Design sqrt_fp_postproc, sky130hd; sources not shown.
clk_routes.png
Scale bar: 20 microns.
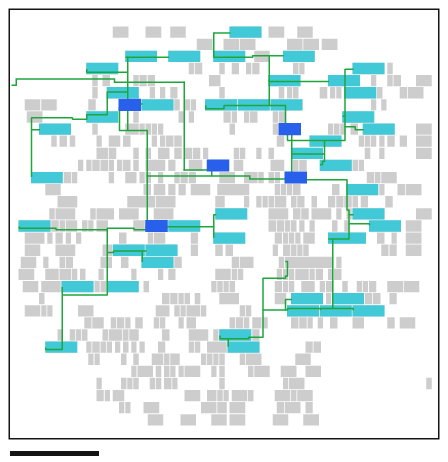
[green] clock wires | length: 580 microns
[blue] clock drivers | count: 5
[cyan] flip-flops | count: 44
routed clock nets	6
clock distribution power: 551 uW
Clk Latency, worst-skew pair: 0.30 ns
clock network power share: 17.0%
clk_skew: 0.00595 ns

io_placement.png
Pins as bars across the die edge, other pins in grey.
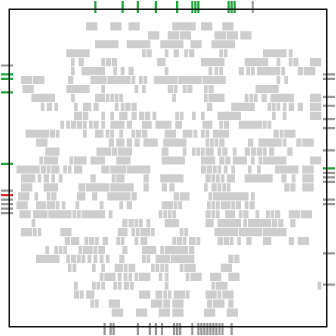
colour	port	pins	direction	edge
green	`res_o`	16	output	11 top, 4 left, 1 right
red	`busy_o`	1	output	left
all pins by edge	21 bottom, 15 right, 12 top, 11 left
Die X: 96.1 microns
Port Buffers: 57
Die Ht: 96.1 microns

clocks.png
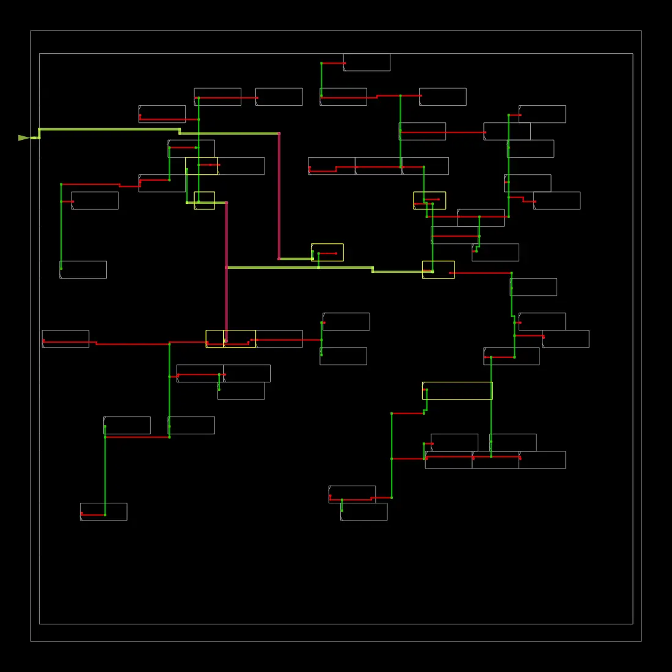
flop count: 44
CTS buffer count: 5
# clk buffers: 5
Clock Sinks: 44

flops_by_reg.png
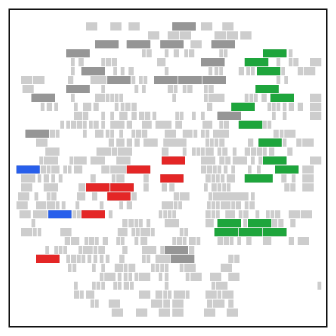
colour	name in the netlist	sequential cells
blue	`state_q`	2
red	`exp_q`	8
green	`core_q`	16
not coloured	18
register area: 885 sq um
Seq. pwr: 1.04 mW

==> metrics.cfg <==
[hold_path]
min_path_type = flip-flop to flip-flop
hold_depth = 2

[synthesis]
synth_top_area_share_pct = 32.1
ys.warnings.count = 0
ys_area_sq_um = 2750
yosysTopAreaCell = dfxtp_1
yosys.cell_count.top_type = nor2_1
syn_area_sq_um = 2750
yosys.stat.seqShare_pct = 32.1
edf_count = 0
synthTopCellsByCount = nor2_1 (86), nand2_1 (82), dfxtp_1 (44), inv_1 (44), a21oi_1 (29)
ys_ff = 44
netlist_instances = 420
yosys-stat-cells = 420
syn-num-nets = 473
async_flop_share_pct = 0

[critical_path]
rrSetupSlack_ns = 0.38
start_kind = flip-flop
cp_num_buf_inv = 0
cpMaxStageDelayCell = dfxtp_4
cp.depth = 12
cp_slowest_stage_delay_ns = 0.42
r2r_cells = 12
critical_path_class = flip-flop to flip-flop
required_ns = 2.75
crit_path_frequent_cell = nor2_1

[status]
status = finished, final reports clean

[global_routing]
grt_antenna_before_repair = 0
grt_max_degree = 24
groute.usage.overall_pct = 16.4
grt_pass1_wl_mm = 11.9

[placement]
pre_cts_ws_ns = 0.0516
dp_hpwl_mm = 5.48

[clock_tree]
cts_setup_buffers = 0
htree_levels = 2
cts-root-buf = clkbuf_8

[final_timing]
fin_crit_ns = 2.17
setup_viol = 0
worst_pin_slew_ns = 0.628
fmaxAchievable_ghz = 0.460
setup-tns-final_ns = 0
final.setup.worst_slack_ns = 0.377
max_slew_margin_pct = 58.0
hold_viol = 0

[power_and_ir_drop]
leakage_nw = 1.59
p_sw_mw = 1.36
power_density_nw_per_um2 = 917

[die]
die_area_sq_um = 9240

[routing]
drc = 0
via_per_inst = 4.65
drt-initial-drc-count = 85
avgRoutedWirePerCell_microns = 12.1

[job]
drv_cap = 0

[final_layout]
antenna_cells = 0
nFillCells = 897

[placed cells by master, fill, tap and decap left out, drive strengths merged, types with 4 or more instances in the layout]
master	instances
nand3	19
o21ai	50
clkdlybuf4s50	57
buf	8
inv	48
a21oi	31
nand2	84
nand4	4
nor2	87
dfxtp	44
nor3	4
clkbuf	5
ha	14
[final cells by class]
class                           count  area share, %
Tap cell                          105           3.72
Timing Repair Buffer               65           17.8
Clock buffer                        5           1.95
Sequential cell                    44           25.0
Clock inverter                      3           1.31
Multi-Input combinational cell    315           45.1
Inverter                           47           5.06
[metrics by stage]
stage | cell area, sq um | util, % | total power, mW | instances
after floorplan | 2750 | - | 2.17 | 420
after global placement | 3420 | 40.8 | 2.71 | 576
after CTS | 3530 | 42.1 | 3.27 | 584
after global routing | 3530 | 42.2 | 3.55 | 584
after detailed placement | 3420 | 40.8 | 2.71 | 576
final | 3530 | 42.2 | 3.24 | 584
[layer usage]
| metal | global-route usage (%) | wire (microns) |
|---|---|---|
| met5 | 0 | 0 |
| met4 | 4.10 | 85 |
| met3 | 3.00 | 240 |
| met1 | 20.2 | 3390 |
| met2 | 29.4 | 3340 |
[power groups by stage]
stage	clock network (mW)	registers (mW)	logic, mW
after floorplan	0	1.13	1.04
after global placement	0	1.06	1.65
after detailed placement	0	1.06	1.65
after CTS	0.567	1.04	1.66
after global routing	0.597	1.07	1.87
final	0.551	1.04	1.64
[cells by family after synthesis]
kind of cell / share of synthesized area (%)
XOR/XNOR: 1.60
flip-flops: 32.1
AND-OR/OR-AND: 18.6
other: 0.137
buffers and inverters: 9.85
adder cells (fa/ha/maj): 7.11
AND/OR/NAND/NOR: 30.7
Power and IR drop assume default switching activity.
